[config.mk]
export PLATFORM = sky130hd
export DESIGN_NAME = dma_priority_arbiter
export DESIGN_NICKNAME = d
export VERILOG_FILES = /design/src/rtl/dma_priority_arbiter_pkg.sv /design/src/rtl/dma_priority_arbiter_encoder.sv /design/src/rtl/dma_priority_arbiter.sv
export SDC_FILE = /design/constraint.sdc
export NUM_CORES = 1
export LEC_CHECK = 0
export ABC_AREA = 1
export ABC_CLOCK_PERIOD_IN_PS = 2500
export CORE_MARGIN = 2
export CORE_UTILIZATION = 34
export CTS_CLUSTER_DIAMETER = 120
export CTS_CLUSTER_SIZE = 25
export DETAILED_ROUTE_END_ITERATION = 10
export PLACE_DENSITY = 0.84
export REMOVE_ABC_BUFFERS = 1
export SLEW_MARGIN = 20
export SYNTH_ARGS = -nofsm -noshare
export SYNTH_HDL_FRONTEND = slang
export SYNTH_SLANG_ARGS = --single-unit
[constraint.sdc]
create_clock -name clk_i -period 2.5 [get_ports clk_i]
set_clock_uncertainty 0.2 [all_clocks]
set_input_delay 0.75 -clock clk_i [delete_from_list [all_inputs] [get_ports clk_i]]
set_output_delay 0.75 -clock clk_i [all_outputs]
set_load 0.1 [all_outputs]
[src/rtl/dma_priority_arbiter_pkg.sv]
// Shared types and constants for the DMA channel request arbiter.
package dma_priority_arbiter_pkg;

    localparam int unsigned NCH  = 4;
    localparam int unsigned CH_W = 2;

    typedef enum logic [1:0] {
        ARB_IDLE  = 2'd0,
        ARB_HOLD  = 2'd1,
        ARB_GRANT = 2'd2
    } arb_state_t;

    localparam logic [1:0] MODE_DEMAND  = 2'b00;
    localparam logic [1:0] MODE_SINGLE  = 2'b01;
    localparam logic [1:0] MODE_BLOCK   = 2'b10;
    localparam logic [1:0] MODE_CASCADE = 2'b11;

    localparam int unsigned CMD_DISABLE    = 2;
    localparam int unsigned CMD_ROTATE     = 4;
    localparam int unsigned CMD_DREQ_SENSE = 6;
    localparam int unsigned CMD_DACK_SENSE = 7;

    function automatic logic [NCH-1:0] ch_onehot(input logic [CH_W-1:0] ch);
        ch_onehot     = '0;
        ch_onehot[ch] = 1'b1;
    endfunction

endpackage

[src/rtl/dma_priority_arbiter_encoder.sv]
// Circular priority search: first asserted request at or after start_ptr_i.
module dma_priority_encoder
    import dma_priority_arbiter_pkg::*;
(
    input  logic [NCH-1:0]  req_i,
    input  logic [CH_W-1:0] start_ptr_i,
    output logic            hit_c_o,
    output logic [CH_W-1:0] winner_c_o
);

    always_comb begin
        logic [CH_W-1:0] idx;
        hit_c_o    = 1'b0;
        winner_c_o = '0;
        idx        = '0;
        for (int unsigned k = 0; k < NCH; k++) begin
            idx = start_ptr_i + CH_W'(k);
            if (!hit_c_o && req_i[idx]) begin
                hit_c_o    = 1'b1;
                winner_c_o = idx;
            end
        end
    end

endmodule

[src/rtl/dma_priority_arbiter.sv]
// 8237A-style DMA channel request arbiter with HRQ/HLDA handshake.
// Optional rotating priority is built when DMA_ROTATING_PRIORITY_EN is defined.
module dma_priority_arbiter
    import dma_priority_arbiter_pkg::*;
(
    input  logic             clk_i,
    input  logic             rst_ni,
    input  logic [NCH-1:0]   dreq_i,
    input  logic             hlda_i,
    input  logic [7:0]       command_reg_i,
    input  logic [NCH-1:0]   mask_reg_i,
    input  logic [NCH-1:0]   request_reg_i,
    input  logic [NCH*8-1:0] mode_reg_i,
    input  logic             valid_dack_i,
    input  logic             xfer_done_i,
    input  logic             eop_i,
    output logic             hrq_o,
    output logic [NCH-1:0]   dack_c_o,
    output logic [NCH-1:0]   valid_dreq_o,
    output logic [CH_W-1:0]  active_ch_o
);

    arb_state_t      state_q, state_d;
    logic [NCH-1:0]  sync_dreq_q;
    logic [NCH-1:0]  req_c;
    logic [CH_W-1:0] grant_q, grant_d;
    logic            eop_pend_q, eop_pend_d;
    logic            hrq_d;
    logic [NCH-1:0]  valid_dreq_d;
    logic [CH_W-1:0] start_ptr;
    logic            hit;
    logic [CH_W-1:0] winner;
    logic [1:0]      cur_mode;
    logic            eop_eff;
    logic            release_c;
    logic            unused_cfg;

    assign unused_cfg = ^{command_reg_i, mode_reg_i};

    // Sense-corrected DREQ is registered once before use.
    always_ff @(posedge clk_i or negedge rst_ni) begin
        if (!rst_ni) sync_dreq_q <= '0;
        else         sync_dreq_q <= dreq_i ^ {NCH{command_reg_i[CMD_DREQ_SENSE]}};
    end

    assign req_c   = (sync_dreq_q & ~mask_reg_i) | request_reg_i;
    assign eop_eff = eop_i | eop_pend_q;

`ifdef DMA_ROTATING_PRIORITY_EN
    logic [CH_W-1:0] rot_ptr_q, rot_ptr_d;

    always_ff @(posedge clk_i or negedge rst_ni) begin
        if (!rst_ni) rot_ptr_q <= '0;
        else         rot_ptr_q <= rot_ptr_d;
    end

    always_comb begin
        rot_ptr_d = rot_ptr_q;
        if (release_c) rot_ptr_d = grant_q + CH_W'(1);
    end

    assign start_ptr = command_reg_i[CMD_ROTATE] ? rot_ptr_q : '0;
`else
    assign start_ptr = '0;
`endif

    dma_priority_encoder u_enc (
        .req_i       (req_c),
        .start_ptr_i (start_ptr),
        .hit_c_o     (hit),
        .winner_c_o  (winner)
    );

    always_comb begin
        cur_mode = MODE_SINGLE;
        for (int unsigned i = 0; i < NCH; i++) begin
            if (grant_q == CH_W'(i)) cur_mode = mode_reg_i[i*8+6 +: 2];
        end
    end

    always_ff @(posedge clk_i or negedge rst_ni) begin
        if (!rst_ni) begin
            state_q      <= ARB_IDLE;
            grant_q      <= '0;
            eop_pend_q   <= 1'b0;
            hrq_o        <= 1'b0;
            valid_dreq_o <= '0;
        end else begin
            state_q      <= state_d;
            grant_q      <= grant_d;
            eop_pend_q   <= eop_pend_d;
            hrq_o        <= hrq_d;
            valid_dreq_o <= valid_dreq_d;
        end
    end

    // Next-state: grant frozen from HOLD until release or HLDA abort.
    always_comb begin
        state_d      = state_q;
        grant_d      = grant_q;
        eop_pend_d   = eop_pend_q;
        release_c    = 1'b0;
        hrq_d        = 1'b0;
        valid_dreq_d = '0;
        case (state_q)
            ARB_IDLE: begin
                if (hit && !command_reg_i[CMD_DISABLE]) begin
                    grant_d = winner;
                    state_d = ARB_HOLD;
                end
            end
            ARB_HOLD: begin
                if (hlda_i) state_d = ARB_GRANT;
                else if (cur_mode == MODE_DEMAND && !req_c[grant_q]) state_d = ARB_IDLE;
            end
            ARB_GRANT: begin
                if (!hlda_i) begin
                    state_d = ARB_IDLE;
                end else begin
                    if (eop_i) eop_pend_d = 1'b1;
                    if (xfer_done_i) begin
                        case (cur_mode)
                            MODE_BLOCK:  release_c = eop_eff;
                            MODE_DEMAND: release_c = eop_eff || !req_c[grant_q];
                            default:     release_c = 1'b1;
                        endcase
                    end
                    if (release_c) state_d = ARB_IDLE;
                end
            end
            default: state_d = ARB_IDLE;
        endcase
        if (state_d != ARB_GRANT) eop_pend_d = 1'b0;
        hrq_d = (state_d != ARB_IDLE);
        if (hrq_d) valid_dreq_d = ch_onehot(grant_d);
    end

    assign active_ch_o = grant_q;

    // DACK polarity: XOR with the inactive level turns the granted bit active.
    assign dack_c_o = {NCH{~command_reg_i[CMD_DACK_SENSE]}}
                    ^ (valid_dreq_o & {NCH{valid_dack_i && state_q == ARB_GRANT}});

endmodule

==> run_1/layers.png <==
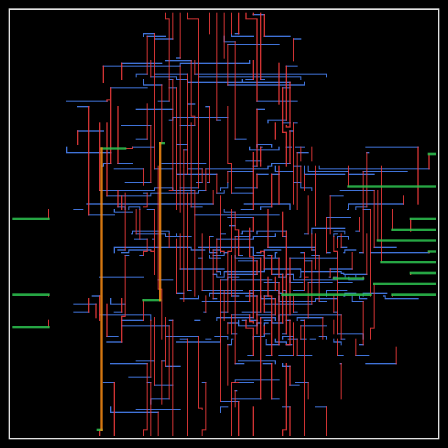
Key: green = M3 [wire length 83.9 um]; orange = M4 [wire length 55.1 um]; red = M2 [wire length 1120 um]; blue = M1 [wire length 837 um]
DR vias: 881
GRT Util Overall: 16.7%

==> run_1/clock_wires.png <==
Bar = 20 um.
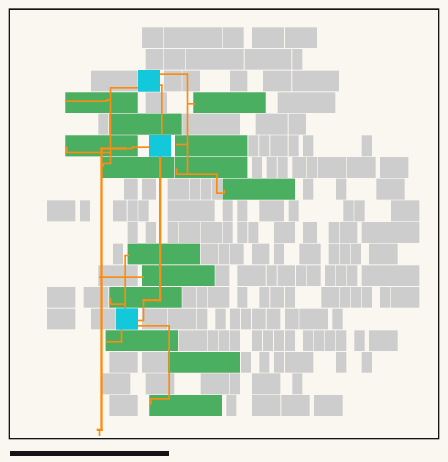
Key: green = flip-flops [count 14]; cyan = clock-net drivers [count 3]; orange = clock wires [length 176 um]
There are 4 routed clock nets.
clock share of power: 10.3%
Clock group: 161 uW
Latency at later pin: 0.28 ns

==> run_1/congestion_map.png <==
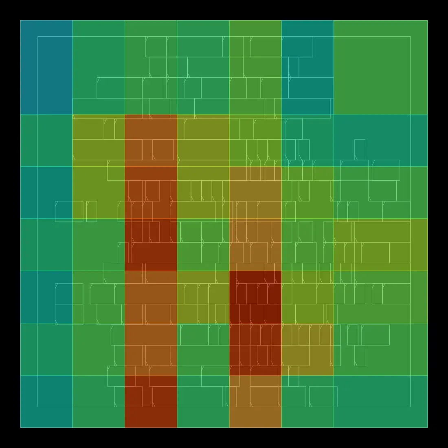
Wirelength per Cell: 10.4 um
post-layout util: 59.7%

==> qor.txt, run 1 <==
I/O Pins -> 69
cycle use final -> 99.2%
CP endpoint kind -> primary output
Inserted Clock Buffers -> 3
status -> finished, final reports clean
Flop area -> 350 um2
largest net degree at the start of global routing -> 15
Comb pwr share -> 65.9%
Synth flops -> 14
Pwr Total -> 1570 uW
share of layout cells above drive strength 1 -> 22.2%
P_int -> 697 uW
Worst VDD drop -> 699 uV
R2R depth -> 8
critical path's top delay family -> buffers and inverters
Hold Path Stages -> 2
Clock transition at path regs -> 0.08 ns
Comb area -> 419 um2
critical path data arrival time -> 1.53 ns
unrepaired setup endpoints after global routing -> false
Iteration-0 DRC Markers -> 6
flop2flop setup slack -> 0.70 ns
cell count after placement -> 197
Post-synth seq share -> 41.5%
GRT Residual Overflow -> 0
Setup WS post-layout -> 0.0194 ns
nets -> 230
CTS tree -> yes
Final Critical Period -> 2.48 ns
Max FO, Critical Path -> 4
routability congestion estimate -> 0.849
count of tool warnings -> 54
Largest stage delay, worst path -> 0.33 ns
CTS H-Tree Depth -> 1
Hold Path Class -> reg2reg
Port Buffer Count -> 39
Slew Viols, Final -> 0
Mapped Cells -> 124
hold_ws -> 0.322 ns
pre-CTS setup slack -> -0.498 ns
Die ar. -> 2890 um2
worst r2r src -> active_ch_o[0]$_DFF_PN0_
DRT antenna net count -> 0
Via density -> 4.38
P_sw -> 870 uW
Die H -> 53.8 um
clock sinks -> 14
Relative slew margins -> 60.5%
final wirelength -> 2.09 mm
clk root buf -> clkbuf_4
Placed Area -> 1350 um2
yosys warns -> 0
post-route cell area -> 1440 um2
CP required -> 1.55 ns
distinct lib cells -> 16
final setup fails -> 0
hold buffers post-CTS -> 0
detailed-placement wirelength estimate -> 1.68 mm
DRC -> 0
core footprint -> 2410 um2
dominant cell type by area after synthesis -> dfrtp_1
crit path cell chain -> clkdlybuf4s15_2 -> xor2_2 -> buf_12
FP Rows -> 18
FP Util -> 35.0%
Slew @ Worst Pin -> 0.591 ns
critical path startpoint category -> primary input
first-pass GRT wire length -> 3.45 mm
CP max-delay cell -> clkdlybuf4s15_2
Setup CP Type -> in2out
final hold violation count -> 0
Area Growth Syn to Fin -> 70.5%
largest cells by area after synthesis -> dfrtp_1, nand2_1, inv_1
f_max -> 403 MHz
CP Buf/Inv Count -> 2
initial antenna violation count -> 0
fill count -> 205
hold path endpoint -> eop_pend_q$_DFFE_PN0P_
ys cells -> 124
FF-to-FF End -> valid_dreq_o[0]$_DFF_PN0_
Die Span X -> 53.8 um
vias in the first global route -> 874
syn avg cell area -> 6.80 um2
sw frac -> 55.5%
Cell Count, Final, Fillers Out -> 201
max cap viols -> 0
1st-pass router iterations -> 5
Pleak -> 0.000772 uW
CTS Buffer Depth -> 2
sequential power share -> 23.8%
Post-Syn Area -> 843 um2
hold_sp -> eop_pend_q$_DFFE_PN0P_
Cell Pwr Density -> 1090 nW/um2
Diodes inserted -> 0
Yosys chip area -> 843 um2
Max-area cell share -> 41.5%
==> run 1: registers in the layout, indices dropped and copies added, names as in the netlist <==
name	count
valid_dreq_o	4
sync_dreq_q	4
active_ch_o	2
hrq_o	1
state_q	2
eop_pend_q	1
==> run 1: worst min-delay path: stages, from the launching register on <==
cell and delay (ns):
dfrtp_1 0.35, a21oi_1 0.04, nor2_1 0.09
==> run 1: final cells by class <==
type | instances | area share (%)
Inverter | 33 | 8.62
Multi-Input combinational cell | 77 | 29.2
Tap cell | 30 | 2.61
Clock buffer | 4 | 2.52
Sequential cell | 14 | 24.4
Timing Repair Buffer | 43 | 32.7
==> run 1: power groups by stage <==
stage          clock network, uW  logic (uW)  registers, uW
6_report                     161        1030            372
5_1_grt                      170        1110            384
4_1_cts                      163        1030            371
3_5_place_dp                   0        1020            371
3_3_place_gp                   0        1000            369
2_1_floorplan                  0         321            750
==> run 1: how the worst max path moves through the flow <==
| stage | cells after the start | startpoint | to |
|---|---|---|---|
| 2_1_floorplan | 2 | valid_dreq_o[0]$_DFF_PN0_ | dack_c_o[0] |
| 3_3_place_gp | 6 | valid_dack_i | dack_c_o[3] |
| 5_1_grt | 6 | valid_dack_i | dack_c_o[1] |
| 3_5_place_dp | 6 | valid_dack_i | dack_c_o[3] |
| 4_1_cts | 6 | state_q[0]$_DFF_PN0_ | dack_c_o[3] |
| 6_report | 3 | command_reg_i[7] | dack_c_o[1] |
==> run 1: cells in the mapped netlist (all sizes together) <==
cell,instances
a21oi,6
o22ai,1
nand3,5
xor2,8
o211ai,1
nand4,1
dfrtp,14
inv,33
nand2,38
nor2,14
o21ai,3
==> run 1: cell usage in the layout (no fill, tap or decap) <==
cell	n
a21oi_1	5
a21oi_2	1
buf_12	6
buf_4	9
buf_6	1
clkbuf_4	3
clkbuf_8	1
clkdlybuf4s15_2	1
clkdlybuf4s50_1	26
dfrtp_1	14
inv_1	31
inv_2	2
nand2_1	31
nand2_2	7
nand3_1	5
nand4_1	1
nor2_1	11
nor2_2	2
nor2_4	1
o211ai_1	1
o21ai_0	2
o21ai_1	1
o22ai_1	1
xor2_1	4
xor2_2	4
==> run 1: metrics by stage <==
step	setup TNS, ns	utilization (%)
after floorplan	-3.84	-
after global placement	-1.70	56.0
after detailed placement	-2.00	56.0
after CTS	0	59.3
after global routing	0	59.7
final	0	59.7
==> run 1: timing repair <==
item | in CTS | in global routing
resized | 18 | 2
gates cloned | 0 | 0
setup endpoints to repair | 4 | 4
pin swaps | 2 | 2
setup buffers | 0 | 0
==> run 1: layer usage <==
layer / routed length, um / up-vias / GRT usage, %
met3: 83 / 4 / 1.39
li1: - / 451 / -
met5: 0 / - / 0
met1: 837 / 405 / 17.2
met2: 1120 / 21 / 30.9
met4: 55 / 0 / 12.4
==> run 1: cell families after synthesis <==
| logic type | synth area share, % |
|---|---|
| xor gates and xnor gates | 8.31 |
| buffers and inverters | 14.7 |
| and+or+nand+nor | 28.0 |
| DFF | 41.5 |
| AOI/OAI and AO/OA | 7.42 |
==> run_1/class_map.png <==
Bar = 20 um.
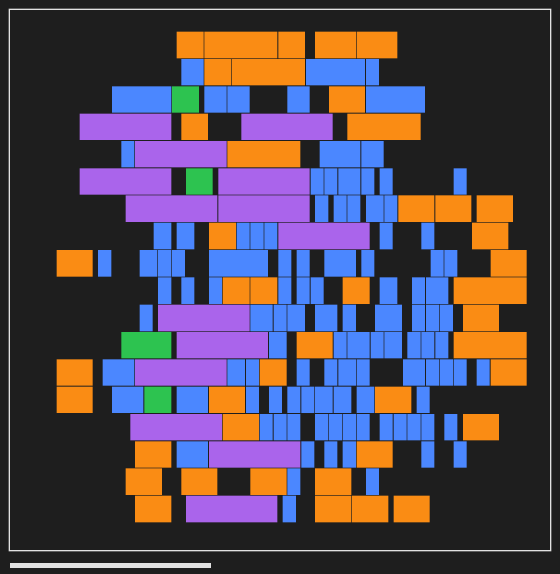

==> inputs of run 2 (changes only) <==
GPL_ROUTABILITY_DRIVEN = 0   (was unset)
GPL_TIMING_DRIVEN = 0   (was unset)
SLEW_MARGIN = unset   (was 20)
==> run_2/class_map.png <==
Bar = 20 um.
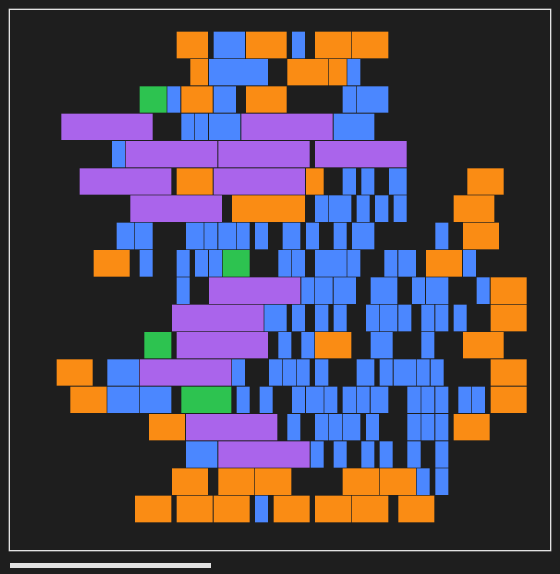
Key: green = clock drivers and dummy loads [cells 4]; purple = registers [cells 14]; orange = remaining buffers and delay cells [cells 39]; blue = remaining logic cells [cells 110]
core footprint: 2410 um2
sequential share of cell area: 26.4%
post-layout util: 55.0%
post-route cell area: 1330 um2

==> run 2 against run 1 <==
Combinational power down 9%. Non-clock buffer count down 4. Via count down 3.9%. Clock-buffer cell count unchanged. Area after synthesis unchanged. First-iteration DRC count up 67%. Design area down 7.7%. Critical endpoint is now dack_c_o[0]. Largest cell class is now logic gates.
==> qor.txt, run 2 <==
status -> finished, final reports clean
pre-CTS setup slack -> -1.35 ns
Synth flops -> 14
Latency at later pin -> 0.28 ns
Slew @ Worst Pin -> 0.965 ns
asr flop ratio synth -> 100%
FP Util -> 35.0%
most used routing layer -> met2
nets -> 226
clock sinks -> 14
max cap viols -> 0
Cell Count, Final, Fillers Out -> 197
P_sw -> 849 uW
CP endpoint kind -> primary output
Die ar. -> 2890 um2
f_max -> 403 MHz
DRC -> 0
distinct lib cells -> 16
Diodes inserted -> 0
Slew Viols, Final -> 0
count of tool warnings -> 55
fill count -> 226
CTS tree -> yes
Clock transition at path regs -> 0.08 ns
GRT Residual Overflow -> 0
Hold Path Stages -> 2
Top cells excl fill/tap -> nand2_1, inv_1, clkdlybuf4s50_1
sequential power share -> 24.6%
most common logic cell in the routed design -> nand2_1
Inserted Clock Buffers -> 3
final wirelength -> 1.93 mm
Placed Area -> 1270 um2
vias in the first global route -> 784
FF-to-FF End -> valid_dreq_o[1]$_DFF_PN0_
DR vias -> 847
Setup CP Type -> in2out
CP required -> 1.55 ns
Max-area cell share -> 41.5%
clock share of power -> 10.9%
CTS H-Tree Depth -> 1
cycle use final -> 99.1%
Mapped Cells -> 124
cell count after placement -> 193
setup TNS -> 0 ns
Wirelength per Cell -> 9.77 um
DRT antenna net count -> 0
most instantiated library cell after synthesis -> nand2_1
Cell Pwr Density -> 1100 nW/um2
syn avg cell area -> 6.80 um2
Yosys chip area -> 843 um2
Max FO, Critical Path -> 4
sw frac -> 58.1%
FP Rows -> 18
clk root buf -> clkbuf_4
ys cells -> 124
top cells by count -> nand2_1, inv_1, dfrtp_1
R2R depth -> 13
hold path endpoint -> eop_pend_q$_DFFE_PN0P_
largest cells by area after synthesis -> dfrtp_1, nand2_1, inv_1
Setup WS post-layout -> 0.0216 ns
hold_ws -> 0.319 ns
final setup fails -> 0
critical path startpoint category -> primary input
1st-pass router iterations -> 4
Post-Syn Area -> 843 um2
Comb pwr share -> 64.5%
hold_sp -> eop_pend_q$_DFFE_PN0P_
Iteration-0 DRC Markers -> 10
flop2flop setup slack -> 0.76 ns
first-pass GRT wire length -> 3.04 mm
Via density -> 4.30
worst r2r src -> active_ch_o[1]$_DFF_PN0_
dominant cell type by area after synthesis -> dfrtp_1
number of enable flip-flop cells -> 0
initial antenna violation count -> 0
unrepaired setup endpoints after global routing -> true
Largest regs -> sync_dreq_q x4, valid_dreq_o x4
Hold Path Class -> reg2reg
I/O Pins -> 69
met3 Usage GRT -> 3.61%
Post-synth seq share -> 41.5%
largest net degree at the start of global routing -> 15
share of layout cells above drive strength 1 -> 14.4%
final hold violation count -> 0
yosys warns -> 0
Most used DFF post-synth -> dfrtp_1
Pleak -> 0.000721 uW
critical path data arrival time -> 1.53 ns
met2 usage -> 26.6%
Relative slew margins -> 35.9%
Final Critical Period -> 2.48 ns
detailed-placement wirelength estimate -> 1.63 mm
CTS Buffer Depth -> 2
P_int -> 612 uW
Area Growth Syn to Fin -> 57.3%
GRT Util Overall -> 15.2%
Port Buffer Count -> 39
met1 GRT Util -> 15.9%
==> run_2/floorplan.png <==
Bar = 20 um. Pins as bars on the die edge.
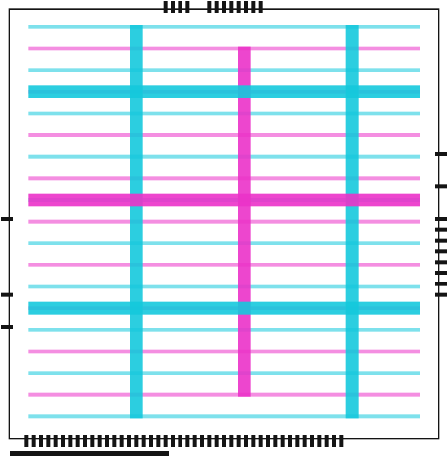
Key: magenta = VDD; cyan = VSS
The core has 18 rows. 69 signal pins sit on the boundary.
Die Span X: 53.8 um
Worst VDD drop: 725 uV
Die H: 53.8 um

==> run 2: routing by layer <==
layer	up-vias	wire (um)
met5	-	0
met4	0	50
met3	5	87
met2	20	1000
met1	373	784
li1	449	-
==> run 2: power groups by stage <==
stage / clock network, uW / logic (uW) / registers (uW)
finish: 159 / 942 / 359
global placement: 0 / 939 / 360
detailed placement: 0 / 960 / 362
global route: 177 / 1010 / 369
CTS: 161 / 937 / 356
floorplan: 0 / 321 / 750
==> run 2: cell families (layout without fill, tap and decap cells) <==
group / count (synthesis) / in the layout / synth area share, %
flops: 14 / 14 / 41.5
buf+inv: 33 / 76 / 14.7
simple gates: 58 / 58 / 28.0
compound gates: 11 / 11 / 7.42
xor+xnor: 8 / 8 / 8.31
==> run 2: final cells by class <==
type	count	area (um2)	area share [%]
tap	30	37.5	2.83
timing repair buffer	39	389	29.3
sequential	14	350	26.4
inverter	33	124	9.34
multi-input combinational	77	389	29.3
clock buffer	4	36.3	2.74
==> run 2: worst max path at each step <==
stage | start | to | slack (ns)
after global routing | valid_dack_i | dack_c_o[0] | -0.02
after global placement | valid_dack_i | dack_c_o[0] | -1.26
after floorplan | valid_dreq_o[0]$_DFF_PN0_ | dack_c_o[0] | -0.96
final | valid_dack_i | dack_c_o[0] | 0.02
after CTS | command_reg_i[7] | dack_c_o[2] | 0.008
after detailed placement | valid_dack_i | dack_c_o[2] | -1.35
==> run 2: through the flow <==
stage	utilization, %	total power [uW]
floorplan	-	1070
global placement	52.8	1300
detailed placement	52.8	1320
CTS	54.2	1450
global route	55.0	1560
finish	55.0	1460
==> run 2: timing repair <==
action	4_1_cts	5_1_grt
setup buffers	0	0
hold buffers	0	0
resized	45	12
pin swaps	3	2
setup endpoints to repair	11	7
==> run 2: critical path: stages <==
cell,delay [ns]
buf_2,0.08
inv_2,0.03
nor2_4,0.14
nand2_1,0.09
xor2_1,0.18
buf_6,0.25
==> run_2/clock_wires.png <==
Bar = 20 um.
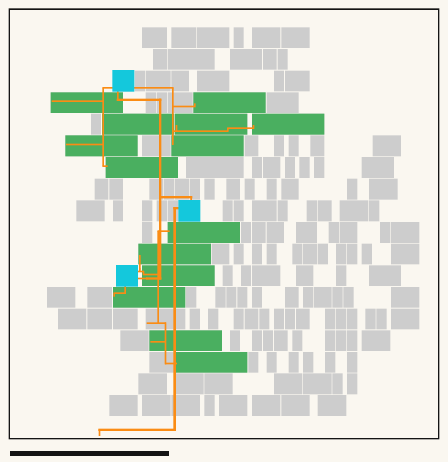

==> inputs of run 3 (changes only) <==
CORE_MARGIN = unset   (was 2)
RECOVER_POWER = 50   (was unset)
==> run_3/clock_wires.png <==
Bar = 20 um.
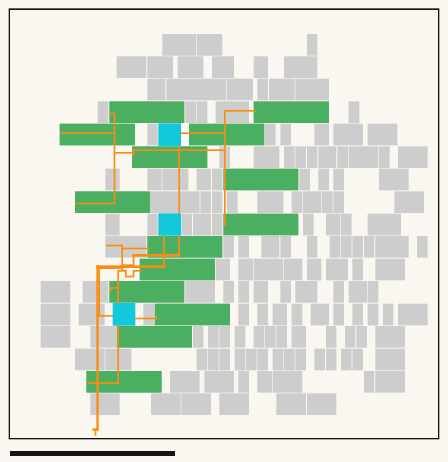
Key: orange = clock wires [length 163 um]; green = flip-flops [count 14]; cyan = clock-net drivers [count 3]
There are 4 routed clock nets.
Clock group: 157 uW
clock share of power: 10.6%

==> run 3 against run 2 <==
The run now ends with setup timing left. Die size down 7.3%. Total power is 0.99% higher. Cell count down 0.51%. Worst setup slack got worse by 0.023 ns. Area after synthesis is the same. Non-clock buffer count is 1 higher. Global-route usage is 1.6 points higher. Synthesized cell count unchanged. Hold slack better by 0.0063 ns. Sequential share of layout area is 0.20 points lower. Clock power about the same. Largest power group unchanged.
==> qor.txt, run 3 <==
Hold Path Stages -> 2
CP required -> 1.55 ns
asr flop ratio synth -> 100%
Via density -> 4.49
DRC -> 0
Most used DFF post-synth -> dfrtp_1
Iteration-0 DRC Markers -> 9
Latency at later pin -> 0.28 ns
CTS H-Tree Depth -> 1
top cells by count -> nand2_1, inv_1, dfrtp_1
largest net degree at the start of global routing -> 15
core footprint -> 2280 um2
final setup fails -> 1
most common logic cell in the routed design -> nand2_1
Post-Syn Area -> 843 um2
final hold violation count -> 0
DR vias -> 880
largest cells by area after synthesis -> dfrtp_1, nand2_1, inv_1
clock sinks -> 14
initial antenna violation count -> 0
status -> finished, violations left
Slew @ Worst Pin -> 0.965 ns
GRT Residual Overflow -> 0
Worst VDD drop -> 704 uV
max cap viols -> 0
GRT Util Overall -> 16.8%
Pleak -> 0.000731 uW
CP endpoint kind -> primary output
setup TNS -> -0.00173 ns
crit path cell chain -> buf_6 -> inv_2 -> nor2_4 -> nand2_1 -> xor2_1 -> buf_6
detailed-placement wirelength estimate -> 1.72 mm
Die ar. -> 2680 um2
Slew Viols, Final -> 0
Largest stage delay, worst path -> 0.26 ns
pre-CTS setup slack -> -1.35 ns
syn avg cell area -> 6.80 um2
Inserted Clock Buffers -> 3
nets -> 227
Mapped Cells -> 124
FP Util -> 37.1%
Yosys chip area -> 843 um2
critical path startpoint category -> primary input
unrepaired setup endpoints after global routing -> true
Diodes inserted -> 0
Setup WS post-layout -> -0.00173 ns
Die H -> 51.8 um
Pwr Total -> 1480 uW
most instantiated library cell after synthesis -> nand2_1
1st-pass router iterations -> 4
DRT antenna net count -> 0
Area Growth Syn to Fin -> 58.5%
Setup CP Type -> in2out
vias in the first global route -> 856
ys cells -> 124
clk root buf -> clkbuf_4
dominant cell type by area after synthesis -> dfrtp_1
Post-synth seq share -> 41.5%
Top cells excl fill/tap -> nand2_1, inv_1, clkdlybuf4s50_1
cycle use final -> 100%
f_max -> 400 MHz
failing checks -> setup timing
Relative slew margins -> 35.9%
Die Span X -> 51.8 um
share of layout cells above drive strength 1 -> 14.9%
distinct lib cells -> 16
number of enable flip-flop cells -> 0
worst r2r src -> active_ch_o[0]$_DFF_PN0_
Synth flops -> 14
CTS tree -> yes
flop2flop setup slack -> 0.75 ns
hold path endpoint -> eop_pend_q$_DFFE_PN0P_
final wirelength -> 2.10 mm
Crit path top cell by count -> buf_6
Hold Path Class -> reg2reg
hold buffers post-CTS -> 0
Largest regs -> sync_dreq_q x4, valid_dreq_o x4
Clock transition at path regs -> 0.08 ns
CTS Buffer Depth -> 2
first-pass GRT wire length -> 3.31 mm
Max FO, Critical Path -> 4
yosys warns -> 0
R2R depth -> 8
post-layout util -> 58.7%
I/O Pins -> 69
count of tool warnings -> 55
critical path data arrival time -> 1.55 ns
hold_sp -> eop_pend_q$_DFFE_PN0P_
Port Buffer Count -> 39
Max-area cell share -> 41.5%
Cell Pwr Density -> 1100 nW/um2
FP Rows -> 17
Final Critical Period -> 2.50 ns
CP max-delay cell -> buf_6
FF-to-FF End -> valid_dreq_o[1]$_DFF_PN0_
==> run_3/congestion_map.png <==
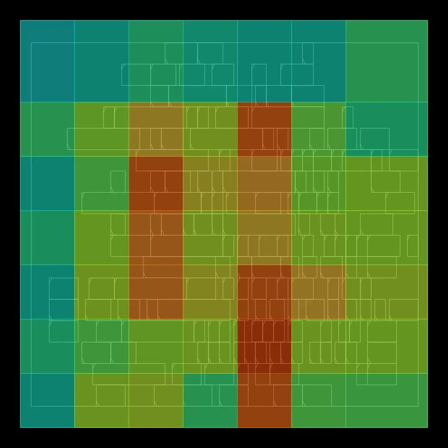
met1 GRT Util: 16.4%
Wirelength per Cell: 10.7 um

==> run 3: final cells by class <==
cell class / instances / area, um2
fillers: 215 / 940
repair buffers: 40 / 402
multi-input cells: 77 / 389
flip-flops and latches: 14 / 350
inverters: 33 / 124
clock buffers: 4 / 36.3
well taps: 28 / 35.0
==> run 3: how the worst max path moves through the flow <==
| stage | from | endpoint | slack, ns |
|---|---|---|---|
| floorplan | valid_dreq_o[0]$_DFF_PN0_ | dack_c_o[0] | -0.96 |
| global placement | valid_dack_i | dack_c_o[2] | -1.27 |
| detailed placement | valid_dack_i | dack_c_o[1] | -1.35 |
| CTS | command_reg_i[7] | dack_c_o[2] | 0.01 |
| global route | valid_dack_i | dack_c_o[2] | -0.04 |
| finish | valid_dack_i | dack_c_o[2] | -0.002 |
==> run 3: cell families after synthesis <==
logic type | synth area share, %
compound gates | 7.42
buf+inv | 14.7
flops | 41.5
xor+xnor | 8.31
simple gates | 28.0
==> run 3: where the power goes <==
group	leakage (uW)	switching, uW	internal, uW
Combinational	0.000535	726	233
Clock	0.0000210	68.1	88.6
Sequential	0.000175	59.3	301
Total	0.000731	853	622
==> run 3: timing repair <==
action                                  4_1_cts  5_1_grt
buffers inserted                              0        1
pin swaps                                     3        4
endpoints found under the hold margin         0        0
resized                                      47        9
endpoints found under the setup margin       11        6
==> run 3: layer usage <==
layer	wire (um)	track usage [%]
met1	834	16.4
met2	1160	33.8
met3	85	2.34
met4	19	8.11
met5	0	0
==> run 3: worst max-delay path: cells and delay by family <==
family,cells,cell delay [ns]
simple gates,2,0.22
buf+inv,3,0.36
xor+xnor,1,0.22
==> run 3: stage by stage <==
stage	hold slack, ns	cell area (um2)	std cells
after global placement	0.299	1270	191
after floorplan	0.254	843	124
after detailed placement	0.313	1270	191
after global routing	0.349	1340	196
after CTS	0.333	1310	195
final	0.325	1340	196
Power is estimated from default activity; no workload was simulated.
